`config.mk`:
```
export PLATFORM = sky130hd
export DESIGN_NAME = vx_dvstack_ctl
export DESIGN_NICKNAME = d
export VERILOG_FILES = /design/src/rtl/vx_dvstack_ctl.sv
export SDC_FILE = /design/constraint.sdc
export NUM_CORES = 1
export LEC_CHECK = 0
export CORE_ASPECT_RATIO = 1.4
export CORE_MARGIN = 2
export CORE_UTILIZATION = 50
export DETAILED_ROUTE_END_ITERATION = 6
export GPL_TIMING_DRIVEN = 0
export PLACE_DENSITY = 0.71
export SLEW_MARGIN = 25
export SYNTH_ARGS = -nofsm -noshare
export SYNTH_HDL_FRONTEND = slang
export SYNTH_SLANG_ARGS = --single-unit
```
`constraint.sdc`:
```
create_clock -name clk -period 9 [get_ports clk]
set_clock_uncertainty 0.05 [all_clocks]
set_input_delay 1.8 -clock clk [delete_from_list [all_inputs] [get_ports clk]]
set_output_delay 1.8 -clock clk [all_outputs]
set_load 0.03 [all_outputs]
```
`src/rtl/vx_dvstack_ctl.sv`:
```
// vx_dvstack_ctl: per-warp divergence stack controller for split/join.
// Divergent splits push {reconvergence mask, else path}; joins pop one entry per request.
`ifndef NUM_WARPS
`define NUM_WARPS 4
`endif
`ifndef NUM_THREADS
`define NUM_THREADS 4
`endif
`ifndef DV_STACK_SIZE
`define DV_STACK_SIZE 4
`endif
`ifndef PC_BITS
`define PC_BITS 32
`endif
`ifndef CLOG2
`define CLOG2(x) $clog2(x)
`endif
`ifndef NW_WIDTH
`define NW_WIDTH `CLOG2(`NUM_WARPS)
`endif

module vx_dvstack_ctl #(
    parameter int NUM_WARPS = `NUM_WARPS,
    parameter int NUM_THREADS = `NUM_THREADS,
    parameter int DEPTH = `DV_STACK_SIZE,
    localparam int PTRW = `CLOG2(DEPTH + 1)
) (
    input  logic                   clk,
    input  logic                   reset,
    input  logic                   req_valid,
    output logic                   req_ready,
    input  logic [`NW_WIDTH-1:0]   req_wid,
    input  logic                   req_is_split,
    input  logic                   req_is_join,
    input  logic                   req_is_dvg,
    input  logic [NUM_THREADS-1:0] req_then_tmask,
    input  logic [NUM_THREADS-1:0] req_else_tmask,
    input  logic [NUM_THREADS-1:0] req_cur_tmask,
    input  logic [`PC_BITS-1:0]    req_next_pc,
    input  logic [PTRW-1:0]        req_stack_ptr,
    input  logic [`NW_WIDTH-1:0]   dvstack_wid,
    output logic [PTRW-1:0]        dvstack_ptr,
    output logic                   upd_valid,
    output logic [`NW_WIDTH-1:0]   upd_wid,
    output logic [NUM_THREADS-1:0] upd_tmask,
    output logic                   upd_pc_valid,
    output logic [`PC_BITS-1:0]    upd_pc,
    output logic                   err_ovf,
    output logic                   err_unf
);
    localparam int SW = `CLOG2(DEPTH);
    localparam logic [PTRW-1:0] PMAX = PTRW'(DEPTH - 2);

    typedef enum logic [1:0] {IDLE, PUSH2, POP} state_t;

    state_t                 state;
    logic [PTRW-1:0]        ptr [NUM_WARPS];
    logic [NUM_THREADS-1:0] mem_tmask [NUM_WARPS][DEPTH];
    logic [`PC_BITS-1:0]    mem_pc [NUM_WARPS][DEPTH];
    logic                   mem_ft [NUM_WARPS][DEPTH];
    logic [`NW_WIDTH-1:0]   wid_r;
    logic [NUM_THREADS-1:0] then_r, else_r, rd_tmask;
    logic [`PC_BITS-1:0]    pc_r, rd_pc;
    logic                   rd_ft;
    logic [PTRW-1:0]        cur_ptr, top_ptr;
    logic                   fire, do_split, do_join, push_ok;
    logic                   we, wd_ft;
    logic [`NW_WIDTH-1:0]   wa_w;
    logic [SW-1:0]          wa_s;
    logic [NUM_THREADS-1:0] wd_tmask;
    logic [`PC_BITS-1:0]    wd_pc;

    assign req_ready   = state == IDLE;
    assign fire        = req_valid && req_ready;
    assign do_split    = fire && req_is_split && !req_is_join;
    assign do_join     = fire && req_is_join && !req_is_split;
    assign cur_ptr     = ptr[req_wid];
    assign top_ptr     = ptr[wid_r];
    assign dvstack_ptr = ptr[dvstack_wid];
    assign push_ok     = req_is_dvg && cur_ptr <= PMAX;

    // Single write port: the accept cycle writes the reconvergence entry, PUSH2 the else entry.
    always_comb begin
        we       = (do_split && push_ok) || state == PUSH2;
        wa_w     = state == PUSH2 ? wid_r : req_wid;
        wa_s     = state == PUSH2 ? SW'(top_ptr + PTRW'(1)) : SW'(cur_ptr);
        wd_tmask = state == PUSH2 ? else_r : req_cur_tmask;
        wd_pc    = state == PUSH2 ? pc_r : req_next_pc;
        wd_ft    = state != PUSH2;
    end

    always_ff @(posedge clk) begin
        if (we) begin
            mem_tmask[wa_w][wa_s] <= wd_tmask;
            mem_pc[wa_w][wa_s]    <= wd_pc;
            mem_ft[wa_w][wa_s]    <= wd_ft;
        end
        if (do_join) begin
            rd_tmask <= mem_tmask[req_wid][SW'(cur_ptr - PTRW'(1))];
            rd_pc    <= mem_pc[req_wid][SW'(cur_ptr - PTRW'(1))];
            rd_ft    <= mem_ft[req_wid][SW'(cur_ptr - PTRW'(1))];
        end
    end

    always_ff @(posedge clk) begin
        if (reset) begin
            state        <= IDLE;
            for (int i = 0; i < NUM_WARPS; i++) ptr[i] <= '0;
            upd_valid    <= 1'b0;
            upd_pc_valid <= 1'b0;
            err_ovf      <= 1'b0;
            err_unf      <= 1'b0;
        end else begin
            upd_valid <= 1'b0;
            err_ovf   <= 1'b0;
            err_unf   <= 1'b0;
            case (state)
                IDLE: begin
                    if (do_split) begin
                        wid_r  <= req_wid;
                        then_r <= req_then_tmask;
                        else_r <= req_else_tmask;
                        pc_r   <= req_next_pc;
                        if (push_ok) begin
                            state <= PUSH2;
                        end else begin
                            // Non-divergent or full stack: continue on the taken path.
                            upd_valid    <= 1'b1;
                            upd_wid      <= req_wid;
                            upd_tmask    <= req_then_tmask;
                            upd_pc_valid <= 1'b0;
                            err_ovf      <= req_is_dvg;
                        end
                    end else if (do_join && req_stack_ptr != cur_ptr) begin
                        if (cur_ptr != '0) begin
                            wid_r <= req_wid;
                            state <= POP;
                        end else begin
                            err_unf <= 1'b1;
                        end
                    end
                end
                PUSH2: begin
                    ptr[wid_r]   <= top_ptr + PTRW'(2);
                    upd_valid    <= 1'b1;
                    upd_wid      <= wid_r;
                    upd_tmask    <= then_r;
                    upd_pc_valid <= 1'b0;
                    state        <= IDLE;
                end
                POP: begin
                    ptr[wid_r]   <= top_ptr - PTRW'(1);
                    upd_valid    <= 1'b1;
                    upd_wid      <= wid_r;
                    upd_tmask    <= rd_tmask;
                    upd_pc_valid <= !rd_ft;
                    upd_pc       <= rd_pc;
                    state        <= IDLE;
                end
                default: state <= IDLE;
            endcase
        end
    end
endmodule
```
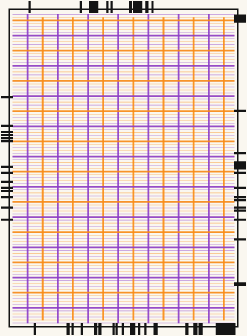
**Above:** run 1 (power grid).
Pins as bars on the die edge.
| net | color |
|---|---|
| VDD | orange |
| VSS | purple |
met1 rails: 103
signal pins: 103
met4 straps: 14
rows: 102
met5 straps: 20

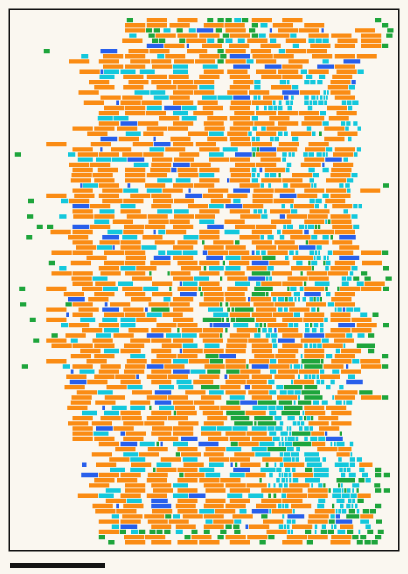
**Above:** run 1 (placement by cell class).
Bar = 50 um.
| class | color | cells |
|---|---|---|
| clock drivers and dummy loads | blue | 111 |
| other buffers and delay cells | green | 210 |
| flops | orange | 729 |
| all other logic | cyan | 537 |

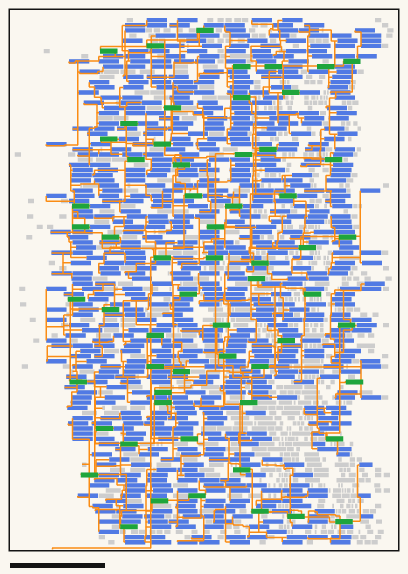
**Above:** run 1 (clock network drawn from the DEF).
Bar = 50 um.
[cells driving clock nets] green | count: 60
[clock wires] orange | length: 7,370 um
[flip-flops] blue | count: 729
routed clock nets: 61

==> impl_metrics.yaml, run 1 <==
# yosys + openroad results
final_layout:
  comb_area_mm2: 0.00599
  nonClkBufAreaFrac_pct: 6.91
  nNonClkBuffers: 210
  design.seq.count: 729
  layout.nets: 1602
  postLayoutCellArea_mm2: 0.0329
  area.growth.synth_to_final_pct: 17.6
  flop_area_mm2: 0.0218
  drive_gt1_share_pct: 22.2
  n_all_inverters: 14
  fin_cells: 2315
  postLayoutCoreUtil_pct: 59.5
  logic_gates: 523
  top_area_cell_class: "sequential cells"
  nFillCells: 3899
  n_antenna_cell: 0
  clkbuf_count: 69
  seq-cell-share_pct: 66.2
  sh_comb_area_pct: 18.2
  clkCellAreaFrac_pct: 5.79
route:
  dr.pass1.iters: 5
  detail-route-antenna-nets: 0
  dr_wl_met2_um: 34600
  wl_met1_um: 23500
  drc: 0
  vias_per_cell: 6.02
  top_layer: "met4"
  wl_um: 64500
  wire_per_inst_um: 27.8
  drt_iter0_markers: 1413
  route.vias.total: 13900
  met3_wirelength_um: 3870
die:
  coreArea_mm2: 0.0554
  die_area_mm2: 0.0580
  taps: 728
  num_rows: 102
  core_util_floorplan_pct: 50.6
  die_h_um: 284
  dieWidth_um: 204
  io_pins: 103
synthesis:
  top_cells_by_count: "edfxtp_1, mux4_2, mux2i_1"
  top_logic_kind: "multiplexers"
  yosys.area.top_type: "edfxtp_1"
  syn_inst: 1336
  fp_nets: 1400
  ys_area_mm2: 0.0280
  async_flop_share_pct: 0
  ys.flop_type: "edfxtp_1"
  syn_avg_cell_area_um2: 21.0
  yosys_warnings: 0
  synth_seq_share_pct: 77.8
  simple_gate_share_pct: 2.51
  top_area_share_pct: 77.3
  fa_ha_area_share_pct: 0.313
  syn-cell-area_mm2: 0.0280
  ys_types: 42
  ys.flops: 729
  edf_count: 721
  ys_cells: 1336
  synthMuxAreaShare_pct: 14.5
  xor_share_pct: 0.156
  yosysMostFrequentCell: "edfxtp_1"
  yosys-top-cells-area: "edfxtp_1, mux4_2, mux2i_1, mux2_2, a211oi_1"
  synth.cellmix.compoundShare_pct: 3.40
critical_path:
  crit_type: "in2reg"
  arrival_ns: 5.93
  r2r_setup_slack_ns: 4.63
  endpoint_kind: "flop"
  path_max_fanout: 10
  required_ns: 9.27
  critPathLaunchType: "primary input"
grt:
  use_met3_pct: 2.88
  grt_usage_pct: 22.7
  grt_pass1_vias: 14500
  overflow: 0
  grt_max_degree: 32
  grt_busiest_layer: "met2"
  grt_first_pass_wirelength_um: 94800
  antenna_found_initial: 0
  met2_usage_pct: 40.8
  use_met1_pct: 27.6
sta:
  slew_headroom_pct: 29.0
  timing.fmax_ghz: 0.177
  whs_ns: 0.368
  slew_violations: 0
  fin_ws_ns: 3.35
  tns_ns: 0
  period_used_pct: 62.8
  final-hold-violation-count: 0
  rsz0062_at_grt: "no"
  fin_crit_ns: 5.65
  worstMarginPinSlew_ns: 1.07
  setup_viol: 0
hold_path:
  hold_path_class: "reg2reg"
cts:
  numCtsBuffers: 60
  cts.sinks: 729
  clk_pin_slew_ns: 0.07
  cts_buffer_depth: 3
  cts_max_level: 2
  clk-insertion-delay-late_ns: 0.61
  cts_hold_buf: 0
  cts_tree: "done"
  post-cts-setup-buffer-count: 0
  cts_resized: 0
  cts_root_buf: "clkbuf_16"
power:
  pwr-share-seq_pct: 55.5
  p_comb_share_pct: 7.2
  power.internal_mw: 5.35
  power_density_mw_per_mm2: 207
  p_sw_mw: 1.47
  ir_drop_uv: 149
  p_clk_mw: 2.55
  switching_share_pct: 21.5
  p_clk_share_pct: 37.4
  seq_power_mw: 3.78
  p_leak_nw: 10.3
  comb-power_mw: 0.488
  power.total_mw: 6.82
  power-top-group: "registers"
place:
  dp_hpwl_um: 42900
  port_buffers: 102
  place_congestion: 0.855
  dp_cells: 2204
  dpl_cell_area_mm2: 0.0310
  dpl_worst_slack_ns: 2.76
job:
  warnings: 30
  drv_cap: 0
outcome:
  status: "finished, final reports clean"
[run 1: state kept, by name, indices dropped and copies added, names as in the netlist, 4 cells and up, named ones only]
name       count
upd_tmask      4
else_r         4
then_r         4
upd_pc        32
rd_tmask       4
pc_r          32
mem_tmask     64
ptr           12
rd_pc         32
mem_pc       512
mem_ft        16
[run 1: cells in the final DEF, fill, tap and decap left out, drive strengths merged, types with 3 or more instances in the layout]
cell           Yosys  final
a211oi            50     50
a21oi             29     29
a221oi             9      9
a22oi             13     13
a31oi             14     14
and2               3      3
buf               33     71
bufinv             0      5
clkbuf            37    106
clkdlybuf4s50      0    102
clkinv             2     30
clkinvlp           0      7
dfxtp              8      8
edfxtp           721    721
ha                 7      7
inv               12     14
mux2              44     44
mux2i             66     66
mux4             129    129
nand2             27     27
nand2b             7      7
nand4              4      4
nor2              33     33
nor2b             46     46
nor3               5      5
o211ai             9      9
o21ai             10     10
xnor2              5      5
[run 1: kinds of logic (layout without fill, tap and decap cells)]
logic type / count (synthesis) / after routing
DFF: 729 / 729
muxes: 239 / 239
AOI/OAI and AO/OA: 138 / 138
and+or+nand+nor: 134 / 134
buffers and inverters: 84 / 335
adders and majority gates: 7 / 7
xor gates and xnor gates: 5 / 5
[run 1: worst paths after layout]
kind,start,to,depth (start not counted)
worst min register to register,rd_pc[29],upd_pc[29],0
worst min-delay path,rd_pc[29],upd_pc[29],0
worst max-delay path,req_wid[0],rd_pc[23],8
worst max register to register,ptr[3][0],rd_pc[23],8
[run 1: critical path: stages]
cell and delay, ns:
clkdlybuf4s50_1 0.64, mux4_2 0.65, inv_1 0.17, ha_1 0.29
clkbuf_1 0.56, clkbuf_1 0.85, mux4_2 0.43, mux4_2 0.51
==> run 2: changes to the inputs <==
- PLACE_DENSITY: 0.71 -> 0.74
- clock period: 9 -> 5 ns (I/O delays scaled with it)
==> impl_metrics.yaml, run 2 <==
# yosys + openroad results
outcome:
  status: "finished, final reports clean"
critical_path:
  worstReg2RegEnd: "mem_pc[1][86]"
  crit_slowest_cell: "mux4_2"
  r2r_cells: 9
  crit_start: "req_wid[0]"
  critPathLaunchType: "primary input"
  crit_top_cell: "clkbuf_1"
  max_stage_delay_ns: 0.65
  arrival_ns: 5.13
  r2r_setup_slack_ns: 0.50
  path_max_fanout: 10
  endpoint_kind: "flop"
  crit_type: "in2reg"
cts:
  cts_buffer_depth: 3
  cts_resized: 0
  cts_max_level: 2
  cts_hold_buf: 0
  clk-insertion-delay-late_ns: 0.60
synthesis:
  ys_area_mm2: 0.0280
  top_area_share_pct: 77.3
  syn_inst: 1336
  yosys_warnings: 0
  synth_seq_share_pct: 77.8
  ys_types: 42
  ys_cells: 1336
  yosysMostFrequentCell: "edfxtp_1"
  yosys.area.top_type: "edfxtp_1"
  async_flop_share_pct: 0
  syn-cell-area_mm2: 0.0280
job:
  warnings: 30
final_layout:
  area.growth.synth_to_final_pct: 16.8
  layout.nets: 1598
  clkbuf_count: 72
  comb_area_mm2: 0.00599
  final_common_cell: "edfxtp_1"
  fin_cells: 2306
  nonClkBufAreaFrac_pct: 6.63
  largest_reg_flops: 512
  top_area_cell_class: "sequential cells"
  flop_area_mm2: 0.0218
  final_cell_mix: "edfxtp_1, mux4_2, clkdlybuf4s50_1, mux2i_1, clkbuf_16"
route:
  detail-route-antenna-nets: 0
  vias_per_cell: 6.07
  route.vias.total: 14000
  drt_iter0_markers: 1442
  wire_per_inst_um: 28.2
  dr.pass1.iters: 5
power:
  p_leak_nw: 10.1
  power_density_mw_per_mm2: 369
grt:
  overflow: 0
  grt_first_pass_wirelength_um: 95400
  grt_pass1_vias: 14600
hold_path:
  holdPathStages: 0
  hold_path_class: "reg2reg"
die:
  taps: 728
sta:
  timing.fmax_ghz: 0.205
  period_used_pct: 97.7
  worstMarginPinSlew_ns: 1.09
  fin_crit_ns: 4.88
  final-hold-violation-count: 0
  slew_headroom_pct: 27.3
place:
  place_congestion: 0.883
==> run 2: cell counts after synthesis <==
Identical to the previous run, type by type.
==> run 2: routing by layer <==
metal / part of all wire, % / wire [um] / up-vias / GRT usage (%)
li1: - / - / 5900 / -
met1: 35 / 23000 / 7257 / 27.3
met2: 54 / 35300 / 680 / 41.6
met3: 6.1 / 4000 / 153 / 2.49
met4: 4.2 / 2760 / 0 / 9.62
met5: 0 / 0 / - / 0
==> run 2: metrics by stage <==
stage	setup TNS, ns	power (mW)	util, %	instance area, um^2	hold slack [ns]
floorplan	0	7.47	-	28000	0.350
global placement	-1299.73	7.78	54.1	30000	0.352
detailed placement	-8.65	7.82	55.8	30900	0.356
CTS	0	12.1	59.1	32700	0.367
global route	0	12.4	59.1	32700	0.374
finish	0	12.1	59.1	32700	0.366
==> run 2: cells by family (layout without fill, tap and decap cells) <==
logic type | after synthesis | count (layout) | synth area share (%)
AND-OR/OR-AND | 138 | 138 | 3.40
XOR/XNOR | 5 | 5 | 0.156
adder cells (fa/ha/maj) | 7 | 7 | 0.313
buffers and inverters | 84 | 326 | 1.29
flip-flops | 729 | 729 | 77.8
multiplexers | 239 | 239 | 14.5
AND/OR/NAND/NOR | 134 | 134 | 2.51
==> run 2: where the power goes <==
group          total [mW]  internal [mW]  switching [mW]  leakage [nW]
logic               0.881          0.353           0.528          2.75
registers            6.81           6.79          0.0186          6.53
clock network        4.38           2.32            2.06         0.862
==> run 2: worst max-delay path, delay by kind of cell <==
kind	cells	cell delay, ns
buffers and inverters	5	2.41
multiplexers	1	0.65
AND/OR/NAND/NOR	2	0.56
AND-OR/OR-AND	1	0.26
adder cells (fa/ha/maj)	1	0.23
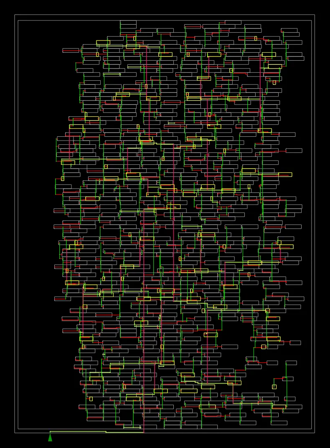
**Above:** run 2 (clock routing).
Flops: 729
total CTS buffers: 60
Clock Power: 4.38 mW
Sink Count: 729

==> run 3: changes to the inputs <==
- GPL_ROUTABILITY_DRIVEN: unset -> 1
- PLACE_DENSITY: 0.74 -> 0.71
- clock period: 5 -> 4.6 ns (I/O delays scaled with it)
==> impl_metrics.yaml, run 3 <==
# yosys + openroad results
route:
  route.vias.total: 13800
  drc: 0
  met3_wirelength_um: 3540
  dr.pass1.iters: 5
  top_layer: "met4"
  dr_wl_met2_um: 34400
  wire_per_inst_um: 27.8
  wl_um: 64300
  detail-route-antenna-nets: 0
  drt_iter0_markers: 1478
  vias_per_cell: 5.96
  wl_met1_um: 23800
final_layout:
  area.growth.synth_to_final_pct: 17.6
  final_common_cell: "edfxtp_1"
  top_regs: "mem_pc: 512 flops, mem_tmask: 64 flops"
  largest_reg_flops: 512
  drive_gt1_share_pct: 22.6
  flop_area_mm2: 0.0218
  fin_cells: 2313
  postLayoutCoreUtil_pct: 59.5
  max_flop_register: "mem_pc"
  layout.nets: 1600
  n_antenna_cell: 0
  final_cell_mix: "edfxtp_1, mux4_2, clkdlybuf4s50_1, mux2i_1, clkbuf_16"
  nFillCells: 3902
  postLayoutCellArea_mm2: 0.0330
  comb_area_mm2: 0.00599
place:
  dp_cells: 2204
  dpl_cell_area_mm2: 0.0310
  port_buffers: 102
  dpl_worst_slack_ns: -0.755
  dp_hpwl_um: 42900
  place_congestion: 0.855
synthesis:
  xor_share_pct: 0.156
  ys.flops: 729
  synth_seq_share_pct: 77.8
  top_area_share_pct: 77.3
  syn_avg_cell_area_um2: 21.0
  ys_types: 42
  async_flop_share_pct: 0
  simple_gate_share_pct: 2.51
  top_cells_by_count: "edfxtp_1, mux4_2, mux2i_1"
  edf_count: 721
  ys.flop_type: "edfxtp_1"
  fa_ha_area_share_pct: 0.313
  synth.cellmix.compoundShare_pct: 3.40
  syn-cell-area_mm2: 0.0280
  ys_area_mm2: 0.0280
  syn_inst: 1336
  yosysMostFrequentCell: "edfxtp_1"
  yosys-top-cells-area: "edfxtp_1, mux4_2, mux2i_1, mux2_2, a211oi_1"
  top_logic_kind: "multiplexers"
  fp_nets: 1400
  yosys_warnings: 0
  yosys.area.top_type: "edfxtp_1"
  ys_cells: 1336
  synthMuxAreaShare_pct: 14.5
sta:
  slew_violations: 0
  period_used_pct: 94.7
  fin_ws_ns: 0.244
  setup_viol: 0
  rsz0062_at_grt: "no"
  final-hold-violation-count: 0
  tns_ns: 0
  worstMarginPinSlew_ns: 1.04
  timing.fmax_ghz: 0.230
  slew_headroom_pct: 30.0
  whs_ns: 0.368
  fin_crit_ns: 4.36
die:
  coreArea_mm2: 0.0554
  num_rows: 102
  io_pins: 103
  die_h_um: 284
  core_util_floorplan_pct: 50.6
  die_area_mm2: 0.0580
  dieWidth_um: 204
cts:
  cts_buffer_depth: 3
  numCtsBuffers: 60
  cts_max_level: 2
  clk_pin_slew_ns: 0.07
  clk-insertion-delay-late_ns: 0.61
  cts.sinks: 729
  cts_root_buf: "clkbuf_16"
  cts_tree: "done"
grt:
  overflow: 0
  grt_max_degree: 32
  grt_pass1_vias: 14500
  antenna_found_initial: 0
  grt_usage_pct: 22.7
  grt_first_pass_wirelength_um: 94800
critical_path:
  required_ns: 3.63
  arrival_ns: 3.39
  path_max_fanout: 10
  critPathLaunchType: "flop"
  endpoint_kind: "output pin"
  crit_type: "reg2out"
power:
  ir_drop_uv: 292
  power_density_mw_per_mm2: 405
  p_leak_nw: 10.3
  power.total_mw: 13.3
outcome:
  status: "finished, final reports clean"
job:
  drv_cap: 0
  warnings: 30
hold_path:
  hold_path_class: "reg2reg"
-- run 3: power by group --
part	leakage, nW	internal [mW]	switching [mW]	total (mW)
Sequential	6.53	7.38	0.0192	7.40
Combinational	2.81	0.385	0.568	0.953
Clock	0.926	2.71	2.28	4.99
-- run 3: worst paths after layout --
path / startpoint / endpoint / slack [ns] / depth (start not counted)
worst max-delay path: ptr[1][0] / dvstack_ptr[0] / 0.24 / 5
worst min-delay path: rd_pc[29] / upd_pc[29] / 0.37 / 0
worst max register to register: state[1] / mem_pc[3][117] / 0.27 / 9
worst min register to register: rd_pc[29] / upd_pc[29] / 0.37 / 0
-- run 3: layout make-up --
cell class / instances / area share (%)
Clock buffer: 69 / 4.72
Inverter: 14 / 0.159
Clock inverter: 42 / 1.06
Timing Repair Buffer: 140 / 5.95
Sequential cell: 729 / 66.2
Buffer: 68 / 0.976
Multi-Input combinational cell: 523 / 18.2
Tap cell: 728 / 2.76
-- run 3: routing by layer --
layer,GRT usage [%],vias to the layer above
met5,0,-
met4,9.58,0
met3,2.89,127
met2,40.6,550
met1,27.5,7185
li1,-,5923
-- run 3: worst max-delay path: stages, from the launching register on --
cell	delay (ns)
edfxtp_1	0.32
buf_2	0.27
buf_2	0.36
buf_1	0.71
mux4_2	0.42
clkdlybuf4s50_1	0.67
-- run 3: kinds of logic (layout without fill, tap and decap cells) --
group | Yosys count | after routing
AND-OR/OR-AND | 138 | 138
XOR/XNOR | 5 | 5
adder cells (fa/ha/maj) | 7 | 7
buffers and inverters | 84 | 333
flip-flops | 729 | 729
multiplexers | 239 | 239
AND/OR/NAND/NOR | 134 | 134
-- run 3: what timing repair did --
item	CTS	global route
pin swaps	0	0
hold buffers	0	0
gates cloned	0	0
endpoints found under the setup margin	25	19
setup buffers	0	0
gates resized	6	2
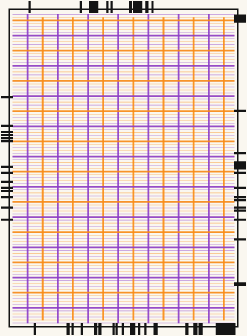
**Above:** run 3 (power grid).
Pins as bars on the die edge.
| net | color |
|---|---|
| VDD | orange |
| VSS | purple |
signal pins: 103
met4 straps: 14
met5 straps: 20
rows: 102

Power and IR drop assume default switching activity.
